==> images/met1.png <==
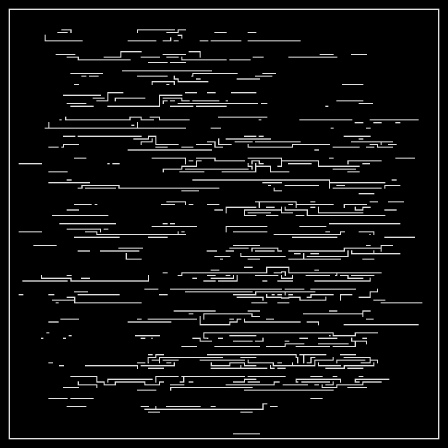
==> images/met2.png <==
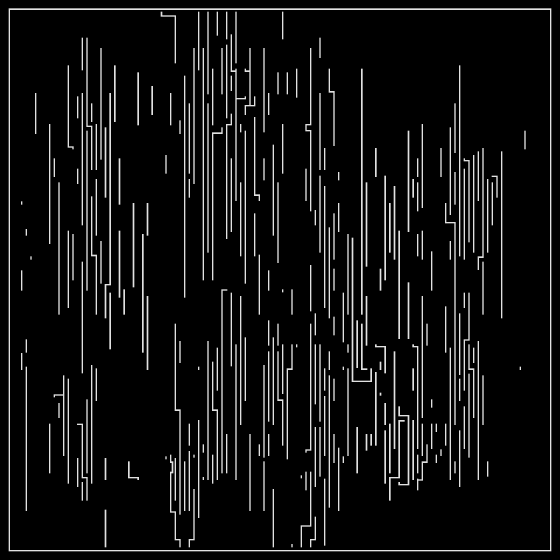
==> config.mk <==
export PLATFORM = sky130hd
export DESIGN_NAME = uart_tx_serializer
export DESIGN_NICKNAME = d
export VERILOG_FILES = /design/src/rtl/uart_pkg.sv /design/src/rtl/uart_parity_gen.sv /design/src/rtl/uart_tx_serializer.sv
export SDC_FILE = /design/constraint.sdc
export NUM_CORES = 1
export LEC_CHECK = 0
export CORE_UTILIZATION = 56
export CTS_BUF_LIST = sky130_fd_sc_hd__clkbuf_16
export DETAILED_ROUTE_END_ITERATION = 8
export GPL_TIMING_DRIVEN = 0
export PLACE_DENSITY = 0.82
export SYNTH_ARGS = -nofsm -noshare
export SYNTH_HDL_FRONTEND = slang
export SYNTH_SLANG_ARGS = --single-unit
==> constraint.sdc <==
create_clock -name clk -period 3.1 [get_ports clk]
set_input_delay 0.775 -clock clk [delete_from_list [all_inputs] [get_ports clk]]
set_output_delay 0.775 -clock clk [all_outputs]
set_load 0.005 [all_outputs]
==> tab_implementation.tex <==
% Generated from flow reports
\begin{tabular}{lr}
\hline
Metric & Value \\
\hline
\multicolumn{2}{l}{\textbf{Floorplan}} \\
Num rows & 18 \\
Area of the core & 0.002477 mm² \\
Chip area & 0.002841 mm² \\
Die Y & 53.30 µm \\
Core Density at Floorplan & 59.49\% \\
I/O pin total & 25 \\
Horizontal die size & 53.30 µm \\
\multicolumn{2}{l}{\textbf{Global routing}} \\
Initial antenna violation count & 0 \\
Vias in the first global route & 1,072 \\
First-pass GRT wire length & 4616 µm \\
Overflow left after global routing & 0 \\
Maximum number of pins on one net before global-route repair & 20 \\
Global Route Usage Sum & 23.34\% \\
\multicolumn{2}{l}{\textbf{Pwr}} \\
Areal power density over the cells & 656.3 mW/mm² \\
Leakage power & 0.6841 nW \\
IR drop worst, VDD & 0.0005704 V \\
\multicolumn{2}{l}{\textbf{Critical path}} \\
Critical path, cell by cell & clkbuf\_1 -> nor4\_1 -> clkdlybuf4s50\_1 \\
Slack of the worst reg-to-reg path & 1.04 ns \\
Worst Setup Start Kind & register \\
Cell with the largest stage delay on the worst path & sky130\_fd\_sc\_hd\_\_clkdlybuf4s50\_1 \\
Largest delay share family, worst path & buffers and inverters \\
Nature of the critical path endpoint & output pin \\
Required time of the worst setup path & 2.32 ns \\
Max Fanout on Critical Path & 10 \\
Type of the worst setup path & register to output pin \\
CP Depth & 3 \\
Total buffers and inverters traversed by the critical path & 2 \\
CP arrival & 1.79 ns \\
Biggest cell delay along the critical path & 0.58 ns \\
Depth of the most critical reg-to-reg path & 5 \\
\multicolumn{2}{l}{\textbf{Clock tree}} \\
Cell at the root of the clock tree & sky130\_fd\_sc\_hd\_\_clkbuf\_16 \\
Clock-pin slew on the worst setup and hold paths & 0.06 ns \\
Resized Gates After CTS & 0 \\
Clock tree from TritonCTS & built \\
Total clock sinks & 28 \\
TritonCTS Buffers & 3 \\
Number of buffers inserted by post-CTS setup repair & 0 \\
Insertion delay of the later-clocked pin in the worst-skew pair & 0.27 ns \\
Maximum number of buffers from clock root to sink & 2 \\
H-tree levels & 1 \\
Post-CTS Hold Buffers & 0 \\
\multicolumn{2}{l}{\textbf{Placed design}} \\
Count of port buffers added during placement & 22 \\
Routability congestion estimate & 0.9041 \\
HPWL after detailed placement & 2135 µm \\
Worst slack at placement & 0.4760 ns \\
\multicolumn{2}{l}{\textbf{Synth}} \\
Library cell with the largest summed area after synthesis & sky130\_fd\_sc\_hd\_\_edfxtp\_1 \\
Distinct cell type count after synthesis & 42 \\
Main area contributors & sky130\_fd\_sc\_hd\_\_edfxtp\_1 (33\%), sky130\_fd\_sc\_hd\_\_dfxtp\_1 (16\%), sky130\_fd\_sc\_hd\_\_xor2\_1 (4.2\%) \\
Synthesis warning total & 0 \\
Number of cell instances after yosys synthesis & 141 \\
Post-synthesis instance area & 0.001474 mm² \\
Mean Syn Cell Area & 10.45 µm² \\
Dominant Register Cell & sky130\_fd\_sc\_hd\_\_edfxtp\_1 \\
Syn Nets & 163 \\
Fraction of synthesis flops using an asynchronous set or reset pin & 0\% \\
Share of the synthesized area in the top cell type & 32.60\% \\
Synthesized registers & 28 \\
Synthesized instance count & 141 \\
Register share after synthesis & 48.90\% \\
YS chip area & 0.001474 mm² \\
Number of enable-type register cells in the synthesized netlist & 16 \\
\multicolumn{2}{l}{\textbf{Routing}} \\
Drt pass-1 iters & 4 \\
Routed via count divided by cell count & 5.858 \\
Detail Route Antenna Nets & 0 \\
Number of DRC markers after the initial detailed-route iteration & 30 \\
DRC viols & 0 \\
Wire length per cell after detailed routing & 15.18 µm \\
\multicolumn{2}{l}{\textbf{Hold path}} \\
Class of the worst hold path & register to register \\
Worst hold path depth & 2 \\
\multicolumn{2}{l}{\textbf{Cells and area}} \\
Most instantiated logic cell after routing & sky130\_fd\_sc\_hd\_\_clkdlybuf4s50\_1 \\
Count of antenna diodes in the layout & 0 \\
Area added between synthesis and finish & 22.84\% \\
Top Layout Cells & sky130\_fd\_sc\_hd\_\_clkdlybuf4s50\_1 (22), sky130\_fd\_sc\_hd\_\_edfxtp\_1 (16), sky130\_fd\_sc\_hd\_\_nor2\_1 (14) \\
Number of flip-flops under the largest register name & 9 \\
Number of nets in the final layout & 190 \\
Proportion of layout cells with a drive suffix above 1 & 8.383\% \\
\multicolumn{2}{l}{\textbf{Final timing}} \\
Peak clock frequency supported by timing & 0.3894 GHz \\
Worst clock skew & 0.003978 ns \\
Worst slack on hold paths & 0.4875 ns \\
Measured slew at the worst slew-check pin & 0.8102 ns \\
Cycle use final & 82.83\% \\
Final Max-Slew Violation Tally & 0 \\
Unrepaired setup endpoints after global routing & false \\
Final setup violation count & 0 \\
Tightest slew margin relative to the limit & 45.98\% \\
Setup WS post-layout & 0.5322 ns \\
Setup TNS Final & 0 ns \\
Minimum clock period & 2.568 ns \\
Hold Violations, Final & 0 \\
\multicolumn{2}{l}{\textbf{Job}} \\
Max cap viols & 0 \\
OpenROAD warnings & 26 \\
\multicolumn{2}{l}{\textbf{Status}} \\
Run status & finished, final reports clean \\
\hline
\end{tabular}
-- met1.png (at the start) --
main direction: horizontal
nets with wire on the layer: 174
longest straight run: 17.5 µm
wire length on this layer: 1,300 µm
share of all routed wire: 43%
WL final: 2991 µm
routing usage on met1: 28.88%

-- met2.png (at the start) --
main direction: vertical
nets with wire on the layer: 166
longest straight run: 24.1 µm
share of all routed wire: 51%
vias after detailed routing: 1,154
met2 track demand over resource in global routing: 39.58%

-- worst reg2reg max path: cells and delay by family (launching register included) --
kind	cells	cell delay [ns]
compound gates	1	0.23
buf+inv	1	0.22
flops	1	0.34
simple gates	3	1.20
-- synth_stat cells, types with 3 or more instances --
| library cell | n |
|---|---|
| sky130_fd_sc_hd__a211oi_1 | 3 |
| sky130_fd_sc_hd__buf_2 | 3 |
| sky130_fd_sc_hd__nand2b_1 | 4 |
| sky130_fd_sc_hd__a21oi_1 | 10 |
| sky130_fd_sc_hd__xnor2_1 | 5 |
| sky130_fd_sc_hd__nor2_1 | 14 |
| sky130_fd_sc_hd__clkbuf_1 | 4 |
| sky130_fd_sc_hd__o21ai_0 | 8 |
| sky130_fd_sc_hd__xor2_1 | 7 |
| sky130_fd_sc_hd__dfxtp_1 | 12 |
| sky130_fd_sc_hd__inv_1 | 10 |
| sky130_fd_sc_hd__nand3b_1 | 3 |
| sky130_fd_sc_hd__nand2_1 | 5 |
| sky130_fd_sc_hd__edfxtp_1 | 16 |
-- through the flow --
step | utilization [%] | instances | power [mW] | area, µm²
global placement | 69.90 | 193 | 0.8819 | 1732
floorplan | - | 141 | 0.7690 | 1474
finish | 73.08 | 197 | 1.188 | 1810
detailed placement | 69.90 | 193 | 0.8957 | 1732
CTS | 73.08 | 197 | 1.191 | 1810
global route | 73.08 | 197 | 1.244 | 1810
-- report_power, final --
group / switching, mW / internal [mW] / total, mW
Clock: 0.121 / 0.173 / 0.294
Combinational: 0.195 / 0.177 / 0.372
Sequential: 0.0380 / 0.484 / 0.522
-- area by class of cell --
type	instances	area [µm²]
Multi-Input combinational cell	96	685.7
Timing Repair Buffer	22	220.2
Sequential cell	28	720.7
Inverter	10	37.54
Clock inverter	1	3.754
Tap cell	30	37.54
Buffer	7	30.03
Clock buffer	3	75.07
Fill cell	191	666.9
-- per-layer routing --
| layer | global-route usage [%] | vias up | wire length [µm] | part of all wire, % |
|---|---|---|---|---|
| li1 | - | 560 | - | - |
| met1 | 28.88 | 556 | 1300 | 43 |
| met2 | 39.58 | 33 | 1522 | 51 |
| met3 | 4.310 | 5 | 121 | 4.0 |
| met4 | 9.211 | 0 | 46 | 1.5 |
| met5 | 0 | - | 0 | 0 |
-- cell families (layout without fill, tap and decap cells) --
group | Yosys count | after routing | share of synthesized area (%)
AND/OR/NAND/NOR | 42 | 42 | 15.79
buffers and inverters | 17 | 43 | 4.584
multiplexers | 4 | 4 | 4.414
adder cells (fa/ha/maj) | 2 | 2 | 1.698
flip-flops | 28 | 28 | 48.90
AND-OR/OR-AND | 35 | 35 | 15.96
XOR/XNOR | 13 | 13 | 8.659
No activity file was given, so power comes from the tool's default toggle rates.
